**src/rtl/moore_seq_pkg.sv**
```systemverilog
// ============================================================================
// moore_seq_pkg : shared helpers for moore_seq_detector (state width, KMP
//                 next-state evaluation, legal pattern-length range)
// Revision      : 1.0
// ============================================================================
`default_nettype none

package moore_seq_pkg;

    localparam int PAT_W_MIN = 2;
    localparam int PAT_W_MAX = 16;

    function automatic int state_w(input int pat_w);
        return $clog2(pat_w + 1);
    endfunction

    // Longest suffix of (first k pattern bits, b) that is also a pattern
    // prefix, capped below the full length when k == pat_w (proper suffix).
    function automatic int seq_next(input logic [PAT_W_MAX-1:0] pat,
                                    input int pat_w, input int k, input logic b);
        int   len;
        int   j;
        logic ok;
        logic c;
        len = (k + 1 < pat_w) ? k + 1 : pat_w;
        for (int l = len; l > 0; l--) begin
            ok = 1'b1;
            for (int i = 0; i < l; i++) begin
                j = k + 1 - l + i;
                c = (j == k) ? b : pat[pat_w-1-j];
                if (c != pat[pat_w-1-i]) begin
                    ok = 1'b0;
                end
            end
            if (ok) begin
                return l;
            end
        end
        return 0;
    endfunction

endpackage

`default_nettype wire

```
**src/rtl/moore_seq_detector_next_table.sv**
```systemverilog
// ============================================================================
// seq_next_table : combinational next-state lookup (k, b) -> k', table built
//                  at elaboration from the pattern and match-state mode
// Revision       : 1.0
// ============================================================================
`default_nettype none

module seq_next_table
    import moore_seq_pkg::*;
#(
    parameter int               PAT_W   = 4,
    parameter logic [PAT_W-1:0] PATTERN = 4'b1011,
    parameter bit               OVERLAP = 1'b1,
    parameter bit               LOCK    = 1'b0,
    parameter int               SW      = 3
) (
    input  logic [SW-1:0] state_i,
    input  logic          bit_i,
    output logic [SW-1:0] next_o
);

    localparam logic [PAT_W_MAX-1:0] PAT_EXT = PAT_W_MAX'(PATTERN);

    logic [SW-1:0] w_nxt0 [0:PAT_W];
    logic [SW-1:0] w_nxt1 [0:PAT_W];

    for (genvar k = 0; k <= PAT_W; k++) begin : g_row
        if (k == PAT_W && LOCK) begin : g_lock
            assign w_nxt0[k] = SW'(PAT_W);
            assign w_nxt1[k] = SW'(PAT_W);
        end else if (k == PAT_W && !OVERLAP) begin : g_restart
            localparam int N0 = seq_next(PAT_EXT, PAT_W, 0, 1'b0);
            localparam int N1 = seq_next(PAT_EXT, PAT_W, 0, 1'b1);
            assign w_nxt0[k] = SW'(N0);
            assign w_nxt1[k] = SW'(N1);
        end else begin : g_kmp
            localparam int N0 = seq_next(PAT_EXT, PAT_W, k, 1'b0);
            localparam int N1 = seq_next(PAT_EXT, PAT_W, k, 1'b1);
            assign w_nxt0[k] = SW'(N0);
            assign w_nxt1[k] = SW'(N1);
        end
    end

    // Encodings above PAT_W fall through to the S0 default.
    always_comb begin
        next_o = '0;
        for (int k = 0; k <= PAT_W; k++) begin
            if (state_i == SW'(k)) begin
                next_o = bit_i ? w_nxt1[k] : w_nxt0[k];
            end
        end
    end

endmodule

`default_nettype wire

```
**src/rtl/moore_seq_detector.sv**
```systemverilog
// ============================================================================
// moore_seq_detector : Moore serial pattern detector with optional saturating
//                      match counter (enabled by MOORE_SEQ_CNT_EN)
// Revision           : 1.0
// ============================================================================
`default_nettype none

module moore_seq_detector
    import moore_seq_pkg::*;
#(
    parameter int               PAT_W   = 4,
    parameter logic [PAT_W-1:0] PATTERN = 4'b1011,
    parameter bit               OVERLAP = 1'b1,
    parameter bit               LOCK    = 1'b0,
    parameter int               CNT_W   = 8,
    localparam int              SW      = state_w(PAT_W)
) (
    input  logic          clk,
    input  logic          reset,
    input  logic          en,
    input  logic          din,
    input  logic          clr,
    output logic [SW-1:0] state_o,
    output logic          match
`ifdef MOORE_SEQ_CNT_EN
    ,
    output logic [CNT_W-1:0] match_cnt
`endif
);

    if (PAT_W < PAT_W_MIN || PAT_W > PAT_W_MAX || CNT_W < 1) begin : g_bad_param
        $error("moore_seq_detector: PAT_W or CNT_W out of range");
    end

    logic [SW-1:0] state_q;
    logic [SW-1:0] state_d;
    logic [SW-1:0] w_step;

    seq_next_table #(
        .PAT_W   (PAT_W),
        .PATTERN (PATTERN),
        .OVERLAP (OVERLAP),
        .LOCK    (LOCK),
        .SW      (SW)
    ) u_next (
        .state_i (state_q),
        .bit_i   (din),
        .next_o  (w_step)
    );

    always_ff @(posedge clk or posedge reset) begin
        if (reset) begin
            state_q <= '0;
        end else begin
            state_q <= state_d;
        end
    end

    always_comb begin
        state_d = state_q;
        if (clr) begin
            state_d = '0;
        end else if (en) begin
            state_d = w_step;
        end
    end

    always_comb begin
        match   = (state_q == SW'(PAT_W));
        state_o = state_q;
    end

`ifdef MOORE_SEQ_CNT_EN
    logic [CNT_W-1:0] cnt_q;
    logic [CNT_W-1:0] cnt_d;
    logic             w_enter;

    // Remaining in an absorbing lock state is not a fresh entry.
    assign w_enter = !clr && en && (state_d == SW'(PAT_W)) && !(LOCK && match);

    always_ff @(posedge clk or posedge reset) begin
        if (reset) begin
            cnt_q <= '0;
        end else begin
            cnt_q <= cnt_d;
        end
    end

    always_comb begin
        cnt_d = cnt_q;
        if (clr) begin
            cnt_d = '0;
        end else if (w_enter && cnt_q != '1) begin
            cnt_d = cnt_q + 1'b1;
        end
    end

    assign match_cnt = cnt_q;
`endif

endmodule

`default_nettype wire

```
**config.mk**
```make
export PLATFORM = sky130hd
export DESIGN_NAME = moore_seq_detector
export DESIGN_NICKNAME = d
export VERILOG_FILES = /design/src/rtl/moore_seq_pkg.sv /design/src/rtl/moore_seq_detector_next_table.sv /design/src/rtl/moore_seq_detector.sv
export SDC_FILE = /design/constraint.sdc
export NUM_CORES = 1
export LEC_CHECK = 0
export CORE_AREA = 2 2 39 41
export CTS_BUF_LIST = sky130_fd_sc_hd__clkbuf_8
export DETAILED_ROUTE_END_ITERATION = 12
export DIE_AREA = 0 0 41 43
export GPL_TIMING_DRIVEN = 0
export SLEW_MARGIN = 10
export SYNTH_ARGS = -nofsm -noshare
export SYNTH_HDL_FRONTEND = slang
export SYNTH_SLANG_ARGS = --single-unit
```
**constraint.sdc**
```tcl
create_clock -name clk -period 2.13 [get_ports clk]
set_input_delay 0.213 -clock clk [delete_from_list [all_inputs] [get_ports clk]]
set_output_delay 0.213 -clock clk [all_outputs]
set_load 0.01 [all_outputs]
```
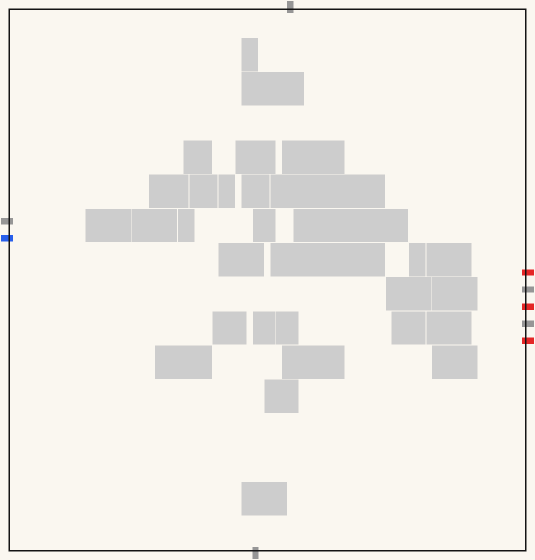
Fig. 1. Pin map (run 1).
Pins as bars across the die edge, other pins in grey.
legend:
  red:
    port: `state_o`
    pins: 3
    direction: output
    edge: right
  blue:
    port: `din`
    pins: 1
    direction: input
    edge: left
tally of buffers added on design ports: 8
vertical die dimension: 43 µm

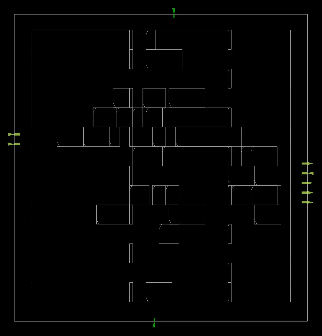
Fig. 2. Placed standard cells (run 1).
number of placement rows: 14
flip-flop and latch count: 3
fill cell instance count of the final layout: 158
post-layout utilization of the core: 0.237

==> impl_results.html, run 1 <==
<h2>Implementation results</h2>
<table>
<tr><th>Metric</th><th>Value</th></tr>
<tr><th colspan="2">CTS</th></tr>
<tr><td>Number of H-tree levels</td><td>1</td></tr>
<tr><td>Post-CTS setup buffer count</td><td>0</td></tr>
<tr><td>Number of buffers created by CTS</td><td>3</td></tr>
<tr><td>Clk root buf</td><td>clkbuf_8</td></tr>
<tr><td>Clock Tree Buf Depth</td><td>2</td></tr>
<tr><td>Clock tree from TritonCTS</td><td>done</td></tr>
<tr><th colspan="2">Setup path</th></tr>
<tr><td>Critical register-to-register path endpoint</td><td>state_o[0]</td></tr>
<tr><td>Data required time of the worst path</td><td>around 1.9 ns</td></tr>
<tr><td>List of cells traversed by the critical path</td><td>nor3b_1 -&gt; clkdlybuf4s50_1</td></tr>
<tr><td>Register-to-Register Path Depth</td><td>2</td></tr>
<tr><td>Setup CP Type</td><td>reg -&gt; out</td></tr>
<tr><td>Reg2reg start</td><td>state_o[2]</td></tr>
<tr><td>Sort of element at the start of the critical path</td><td>flop</td></tr>
<tr><td>Highest-delay cell along the critical path</td><td>clkdlybuf4s50_1</td></tr>
<tr><td>Buffers plus inverters on the worst setup path</td><td>1</td></tr>
<tr><td>Setup crit end kind</td><td>output port</td></tr>
<tr><td>Kind of cell adding the most delay to the critical path</td><td>buffers and inverters</td></tr>
<tr><td>Max stage delay on crit path</td><td>approximately 0.56 ns</td></tr>
<tr><th colspan="2">STA</th></tr>
<tr><td>Slew at the pin closest to its max-slew limit</td><td>0.223 ns</td></tr>
<tr><td>Unrepaired setup endpoints after global routing</td><td>no</td></tr>
<tr><td>Final number of setup-violating endpoints</td><td>0</td></tr>
<tr><td>Count of endpoints failing hold in the final timing report</td><td>0</td></tr>
<tr><td>Achievable Freq</td><td>~610 MHz</td></tr>
<tr><td>Part of the cycle the worst path needs</td><td>0.770</td></tr>
<tr><td>Fin crit period</td><td>1.64 ns</td></tr>
<tr><th colspan="2">Flow run</th></tr>
<tr><td>Total number of warnings across the stage logs</td><td>26</td></tr>
<tr><th colspan="2">Logic synthesis</th></tr>
<tr><td>Syn_area_per_cell</td><td>roughly 9.6 µm²</td></tr>
<tr><td>Ranking of synthesized cells by area</td><td>dfrtp_1 41%, a31oi_1 6.8%, and4bb_2 6.8%</td></tr>
<tr><td>Number of flip-flops and latches in the synthesized netlist</td><td>3</td></tr>
<tr><td>Top flip-flop cell by instance count after synthesis</td><td>dfrtp_1</td></tr>
<tr><td>Top-area cell type share of the netlist area</td><td>0.411</td></tr>
<tr><td>Cells after Synth</td><td>19</td></tr>
<tr><td>Unique masters post-synth</td><td>15</td></tr>
<tr><td>Post-Synthesis Cell Area</td><td>approximately 180 µm²</td></tr>
<tr><td>Cell type with the largest total area after synthesis</td><td>dfrtp_1</td></tr>
<tr><td>Most common cell in the synthesized netlist</td><td>dfrtp_1</td></tr>
<tr><td>Number of synthesized flops with an enable pin</td><td>0</td></tr>
<tr><th colspan="2">Global route</th></tr>
<tr><td>Maximum number of pins on one net before global-route repair</td><td>9</td></tr>
<tr><td>First-pass GRT wire length</td><td>approximately 750 µm</td></tr>
<tr><td>Number of antenna violations at the first check in global routing</td><td>0</td></tr>
<tr><th colspan="2">Floorplan</th></tr>
<tr><td>Horizontal die dimension</td><td>41 µm</td></tr>
<tr><td>Core footprint</td><td>between 1000 and 1500 µm²</td></tr>
<tr><td>Top-Level Pins</td><td>9</td></tr>
<tr><td>Area of the die</td><td>1760 µm²</td></tr>
<tr><th colspan="2">Final layout</th></tr>
<tr><td>Area growth from synthesis to final layout</td><td>79.5%</td></tr>
<tr><td>Max FFs per register</td><td>3</td></tr>
<tr><td># nets final</td><td>37</td></tr>
<tr><td>Share of cells above drive strength 1</td><td>0.161</td></tr>
<tr><th colspan="2">Place</th></tr>
<tr><td>GPL Wtd Cong</td><td>around 0.7</td></tr>
<tr><th colspan="2">Route</th></tr>
<tr><td>Vias post-DR</td><td>slightly below 200</td></tr>
<tr><td>Vias per Instance</td><td>4.17</td></tr>
<tr><td>Number of antenna-violating nets in the routed design</td><td>0</td></tr>
<tr><td>TritonRoute pass-1 iters</td><td>1</td></tr>
<tr><td>Drt drc</td><td>0</td></tr>
<tr><td>First-iteration detailed-routing DRC count</td><td>0</td></tr>
<tr><th colspan="2">Pwr</th></tr>
<tr><td>Leak pwr</td><td>between 0.1 and 0.15 nW</td></tr>
<tr><td>Total Power Consumption</td><td>around 240 µW</td></tr>
<tr><td>Pwr Density</td><td>roughly 750 nW/µm²</td></tr>
<tr><th colspan="2">Outcome</th></tr>
<tr><td>Result of the run</td><td>finished, final reports clean</td></tr>
</table>
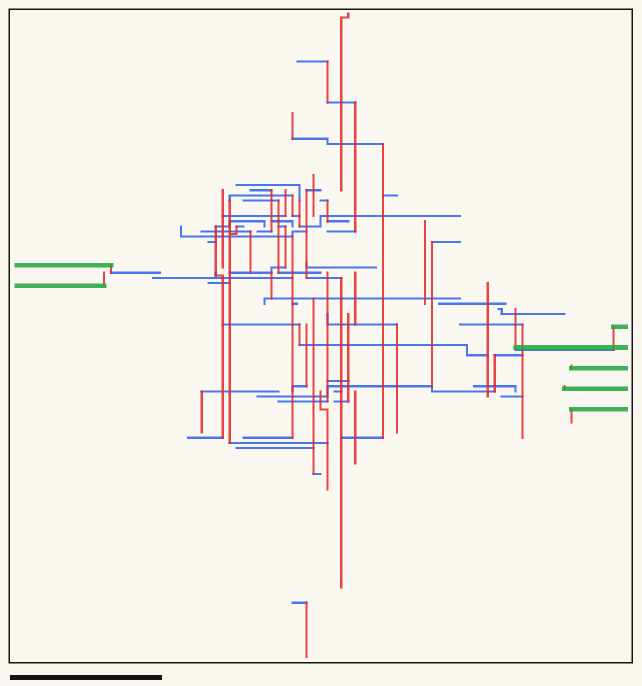
Fig. 3. Metal layers overlaid (run 1).
Bar = 10 µm.
legend:
  red:
    layer: M2
    wire_length: 243 µm
  blue:
    layer: M1
    wire_length: 208 µm
  green:
    layer: M3
    wire_length: 31.2 µm
routed wire length: 481 µm
routed wire length per instance: 10.2 µm
total track usage: 0.0673

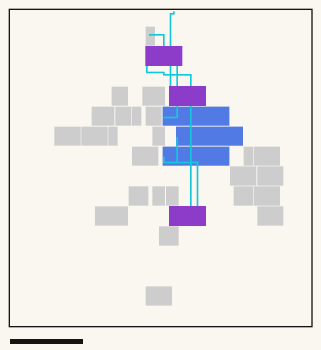
Fig. 4. Clock distribution (run 1).
Bar = 10 µm.
legend:
  purple:
    item: clock-net drivers
    count: 3
  cyan:
    item: clock wires
    length: 75.9 µm
  blue:
    item: flip-flops
    count: 3
routed clock nets: 4
Clock Power: 159 µW
clock insertion delay at the later pin of the skew report: 0.21 ns
Layout Skew: 0.000519 ns
clock power share: 0.651

run 1: worst max-delay path by stage:
stage,from,to,slack [ns]
floorplan,state_o[2],state_o[0],0.98
global placement,din,state_o[0],0.67
detailed placement,din,state_o[0],0.65
CTS,state_o[0],match,0.48
global route,state_o[2],match,0.44
finish,state_o[2],match,0.49
run 1: metal layers:
metal  share of wire  global-route usage  vias up  wire [µm]
li1                -                   -       97          -
met1            0.43              0.0772       92        208
met2            0.50              0.0875        7        242
met3           0.064              0.0157        0         31
met4               0              0.0800        0          0
met5               0                   0        -          0
run 1: final cells by class:
type / count / area [µm²] / area share
Clock buffer: 3 / 41.3 / 0.126
Clock inverter: 1 / 3.75 / 0.0115
Inverter: 1 / 3.75 / 0.0115
Multi-Input combinational cell: 15 / 104 / 0.317
Sequential cell: 3 / 75.1 / 0.229
Tap cell: 16 / 20.0 / 0.0611
Timing Repair Buffer: 8 / 80.1 / 0.244
run 1: worst reg2reg max path: stages (launching register included):
cell	delay (ns)
dfrtp_1	0.44
or3b_1	0.40
a311oi_1	0.26
run 1: report_power, final:
group | internal (mW) | switching [mW] | total (mW)
Sequential | 0.0594 | 0.00349 | 0.0629
Clock | 0.123 | 0.0364 | 0.159
Combinational | 0.0139 | 0.00862 | 0.0225
Total | 0.196 | 0.0485 | 0.244
run 1: cells by family (layout without fill, tap and decap cells):
kind of cell    after synthesis  in the layout  synth area share
flops                         3              3             0.411
buf+inv                       1             13            0.0205
compound gates                6              6             0.212
simple gates                  9              9             0.356
run 1: metrics by stage:
step | util | cell area (µm²) | std cells | hold WS [ns]
2_1_floorplan | - | 183 | 19 | -0.0334
3_3_place_gp | 0.204 | 283 | 43 | 0.392
3_5_place_dp | 0.204 | 283 | 43 | 0.386
4_1_cts | 0.237 | 328 | 47 | 0.166
5_1_grt | 0.237 | 328 | 47 | 0.182
6_report | 0.237 | 328 | 47 | 0.166
run 1: placed cells by master, fill, tap and decap left out, drive strengths merged:
cell,instances
clkdlybuf4s50,8
clkbuf,3
dfrtp,3
a31oi,2
a21oi,2
inv,2
or3b,1
nand2,1
a311oi,1
and3b,1
nand3,1
or2b,1
nor3b,1
nor2,1
nor2b,1
and4bb,1
o21bai,1
Fig. 5: run 1, cell area per tile
8 x 9 tiles, from white (low) to dark blue (high), 0 to 100% covered.
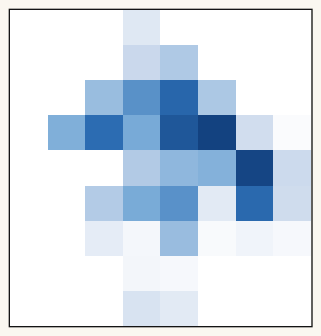

==> inputs of run 2 (changes only) <==
==> constraint.sdc (replaced) <==
create_clock -name clk -period 1.51 [get_ports clk]
set_input_delay 0.151 -clock clk [delete_from_list [all_inputs] [get_ports clk]]
set_output_delay 0.151 -clock clk [all_outputs]
set_load 0.01 [all_outputs]
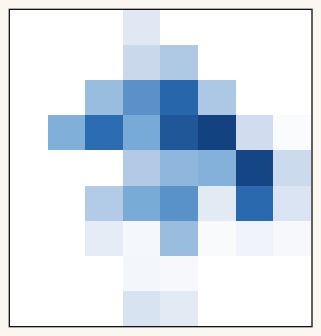
Fig. 6. Cell area per tile (run 2).
8 x 9 tiles, from white (low) to dark blue (high), 0 to 100% covered.
emptiest ninth of the die: bottom left
densest ninth of the die: middle
tiles over 75% full: 8.3%
post-layout utilization of the core: 0.236
Initial Utilization: 0.132

==> run 2 against run 1 <==
Global-route usage is the same. Combinational power rose by 41%. Design area down 0.38%. Sequential power grew 41%. Clock power rose by 41%. Synthesized area unchanged. Critical path type unchanged. Sequential cell count stayed put. Total power up 41%. Largest power group unchanged. Clock skew barely moved.
==> impl_results.html, run 2 <==
<h2>Implementation results</h2>
<table>
<tr><th>Metric</th><th>Value</th></tr>
<tr><th colspan="2">Outcome</th></tr>
<tr><td>Result of the run</td><td>finished, final reports clean (unchanged)</td></tr>
<tr><th colspan="2">Setup path</th></tr>
<tr><td>Max stage delay on crit path</td><td>0.58 ns (was 0.56 ns)</td></tr>
<tr><td>Kind of cell adding the most delay to the critical path</td><td>buffers and inverters (unchanged)</td></tr>
<tr><td>Highest-delay cell along the critical path</td><td>clkdlybuf4s50_1 (unchanged)</td></tr>
<tr><td>List of cells traversed by the critical path</td><td>clkdlybuf4s50_1 (was nor3b_1 -&gt; clkdlybuf4s50_1)</td></tr>
<tr><td>Setup crit end kind</td><td>output port (unchanged)</td></tr>
<tr><td>Sort of element at the start of the critical path</td><td>flop (unchanged)</td></tr>
<tr><td>Buffers plus inverters on the worst setup path</td><td>1 (unchanged)</td></tr>
<tr><td>Setup CP Type</td><td>reg -&gt; out (unchanged)</td></tr>
<tr><td>Data required time of the worst path</td><td>1.36 ns (was 1.92 ns)</td></tr>
<tr><th colspan="2">STA</th></tr>
<tr><td>Final Hold Slack</td><td>0.104 ns (was 0.166 ns)</td></tr>
<tr><td>Achievable Freq</td><td>718 MHz</td></tr>
<tr><td>Layout Skew</td><td>0.000518 ns (was 0.000519 ns)</td></tr>
<tr><td>Count of endpoints failing hold in the final timing report</td><td>0 (unchanged)</td></tr>
<tr><td>Slew at the pin closest to its max-slew limit</td><td>0.224 ns (was 0.223 ns)</td></tr>
<tr><td>Fin crit period</td><td>1.39 ns</td></tr>
<tr><td>Final number of setup-violating endpoints</td><td>0 (unchanged)</td></tr>
<tr><th colspan="2">Global route</th></tr>
<tr><td>Total track usage</td><td>0.0673 (unchanged)</td></tr>
<tr><td>GR Layer Usage met2</td><td>0.0875 (unchanged)</td></tr>
<tr><td>Fraction of met1 tracks used by global routing</td><td>0.0772 (unchanged)</td></tr>
<tr><td>Maximum number of pins on one net before global-route repair</td><td>9 (unchanged)</td></tr>
<tr><td>Global route hottest layer</td><td>met2 (unchanged)</td></tr>
<tr><td>Number of antenna violations at the first check in global routing</td><td>0 (unchanged)</td></tr>
<tr><td>First-pass GRT wire length</td><td>745 µm (unchanged)</td></tr>
<tr><td>GR Layer Usage met3</td><td>0.0157 (unchanged)</td></tr>
<tr><th colspan="2">Pwr</th></tr>
<tr><td>Clock power share</td><td>0.651 (about the same)</td></tr>
<tr><td>Switching power of the nets</td><td>68.4 µW (was 48.5 µW)</td></tr>
<tr><td>Leak pwr</td><td>0.139 nW (was 0.134 nW)</td></tr>
<tr><td>Sequential group share of total power</td><td>0.257 (about the same)</td></tr>
<tr><td>Pwr Density</td><td>1060 nW/µm² (was 745 nW/µm²)</td></tr>
<tr><td>Relative contribution of combinational cells to total power</td><td>0.092 (about the same)</td></tr>
<tr><td>Power Internal</td><td>276 µW (was 196 µW)</td></tr>
<tr><td>Net Sw Frac</td><td>0.199 (was 0.198)</td></tr>
<tr><th colspan="2">Logic synthesis</th></tr>
<tr><td>Number of flip-flops and latches in the synthesized netlist</td><td>3 (unchanged)</td></tr>
<tr><td>Cells after Synth</td><td>19 (unchanged)</td></tr>
<tr><td>Ranking of synthesized cells by area</td><td>dfrtp_1 41%, a31oi_1 6.8%, and4bb_2 6.8% (unchanged)</td></tr>
<tr><td>Post-Synthesis Cell Area</td><td>183 µm² (unchanged)</td></tr>
<tr><td>Top flip-flop cell by instance count after synthesis</td><td>dfrtp_1 (unchanged)</td></tr>
<tr><td>Unique masters post-synth</td><td>15 (unchanged)</td></tr>
<tr><td>Syn_area_per_cell</td><td>9.61 µm² (unchanged)</td></tr>
<tr><td>Top-area cell type share of the netlist area</td><td>0.411 (unchanged)</td></tr>
<tr><td>Number of synthesized flops with an enable pin</td><td>0 (unchanged)</td></tr>
<tr><th colspan="2">CTS</th></tr>
<tr><td>Clock insertion delay at the later pin of the skew report</td><td>0.21 ns (about the same)</td></tr>
<tr><td>Clock tree from TritonCTS</td><td>done (unchanged)</td></tr>
<tr><td>Post-CTS setup buffer count</td><td>0 (unchanged)</td></tr>
<tr><td>Clk root buf</td><td>clkbuf_8 (unchanged)</td></tr>
<tr><td>Clock Tree Buf Depth</td><td>2 (unchanged)</td></tr>
<tr><td>Number of H-tree levels</td><td>1 (unchanged)</td></tr>
<tr><th colspan="2">Floorplan</th></tr>
<tr><td>Top-Level Pins</td><td>9 (unchanged)</td></tr>
<tr><td>Area of the die</td><td>1760 µm² (unchanged)</td></tr>
<tr><td>Number of placement rows</td><td>14 (unchanged)</td></tr>
<tr><td>Vertical die dimension</td><td>43 µm (unchanged)</td></tr>
<tr><td>Horizontal die dimension</td><td>41 µm (unchanged)</td></tr>
<tr><th colspan="2">Final layout</th></tr>
<tr><td>Most frequent logic cells in the routed design</td><td>7 x clkdlybuf4s50_1, 3 x clkbuf_8, 3 x dfrtp_1 (was 8 x clkdlybuf4s50_1, 3 x clkbuf_8, 3 x dfrtp_1)</td></tr>
<tr><td>Register Area</td><td>75.1 µm² (unchanged)</td></tr>
<tr><td># nets final</td><td>37 (unchanged)</td></tr>
<tr><td>Max FFs per register</td><td>3 (unchanged)</td></tr>
<tr><td>Fill cell instance count of the final layout</td><td>159 (was 158)</td></tr>
<tr><td>Most common library cell in the layout ignoring fill and taps</td><td>clkdlybuf4s50_1 (unchanged)</td></tr>
<tr><td>Area growth from synthesis to final layout</td><td>78.8% (was 79.5%)</td></tr>
<tr><td>Share of cells above drive strength 1</td><td>0.161 (unchanged)</td></tr>
<tr><th colspan="2">Route</th></tr>
<tr><td>Vias post-DR</td><td>195 (was 196)</td></tr>
<tr><td>TritonRoute pass-1 iters</td><td>1 (unchanged)</td></tr>
<tr><td>Vias per Instance</td><td>4.15 (was 4.17)</td></tr>
<tr><td>First-iteration detailed-routing DRC count</td><td>0 (unchanged)</td></tr>
<tr><td>Drt drc</td><td>0 (unchanged)</td></tr>
<tr><td>Routed wire length per instance</td><td>10.3 µm (was 10.2 µm)</td></tr>
<tr><td>Routed wire length</td><td>482 µm (was 481 µm)</td></tr>
<tr><td>Number of antenna-violating nets in the routed design</td><td>0 (unchanged)</td></tr>
<tr><th colspan="2">Hold path</th></tr>
<tr><td>Path class of the lowest-slack min-delay path</td><td>in -&gt; async (unchanged)</td></tr>
<tr><th colspan="2">Place</th></tr>
<tr><td>GPL Wtd Cong</td><td>0.683 (unchanged)</td></tr>
<tr><td>Tally of buffers added on design ports</td><td>8 (unchanged)</td></tr>
<tr><th colspan="2">Flow run</th></tr>
<tr><td>Total number of warnings across the stage logs</td><td>26 (unchanged)</td></tr>
</table>
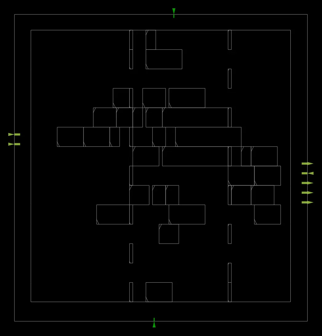
Fig. 7. Placed standard cells (run 2).
core footprint: 1380 µm²
tapcell count: 16

[run 2: cell counts after synthesis]
No cell type changed its count.
[run 2: metal layers]
metal	part of all wire	vias to the layer above
met5	0	-
met4	0	0
met3	0.064	0
met2	0.48	7
met1	0.45	91
li1	-	97
[run 2: through the flow]
step                      worst slack, ns  total power [mW]  instance area, µm²  cells  utilization
after floorplan                     0.361            0.0991                 183     19            -
after global placement              0.113             0.121                 283     43        0.204
after detailed placement           0.0930             0.122                 283     43        0.204
after CTS                           0.117             0.353                 327     47        0.236
after global routing               0.0722             0.362                 327     47        0.236
final                               0.117             0.345                 327     47        0.236
[run 2: cell families after synthesis]
group,count (synthesis),synth area share
buf+inv,1,0.0205
flops,3,0.411
compound gates,6,0.212
simple gates,9,0.356
[run 2: what timing repair did]
item                                    in CTS  in global routing
endpoints found under the hold margin        0                  0
resized                                      1                  0
endpoints found under the setup margin       1                  0
[run 2: cell type report]
type,instances,area share
timing repair buffer,8,0.241
sequential,3,0.230
tap,16,0.0613
clock inverter,1,0.0115
inverter,1,0.0115
multi-input combinational,15,0.318
clock buffer,3,0.126
[run 2: power groups by stage]
stage               logic, mW  clock network, mW  registers, mW
finish                 0.0317              0.224         0.0886
global route           0.0349              0.238         0.0895
CTS                    0.0321              0.232         0.0889
detailed placement     0.0319                  0         0.0897
global placement       0.0311                  0         0.0894
floorplan             0.00947                  0         0.0896
[run 2: path summary, 6_finish.rpt]
path / from / to / slack (ns) / cells past startpoint
max in group asynchronous: reset / state_o[1] / 1.28 / 2
setup reg to reg: state_o[2] / state_o[0] / 0.31 / 2
min in group clk: clr / state_o[1] / 0.55 / 2
hold reg to reg: state_o[0] / state_o[0] / 0.60 / 1
hold / removal: reset / state_o[0] / 0.10 / 2
setup / recovery: state_o[2] / state_o[2] / 0.12 / 1
[run 2: worst reg2reg max path, cell delays in order, from the launching register on]
cell	delay, ns
dfrtp_1	0.44
or3b_1	0.40
a311oi_1	0.26
Power is estimated from default activity; no workload was simulated.
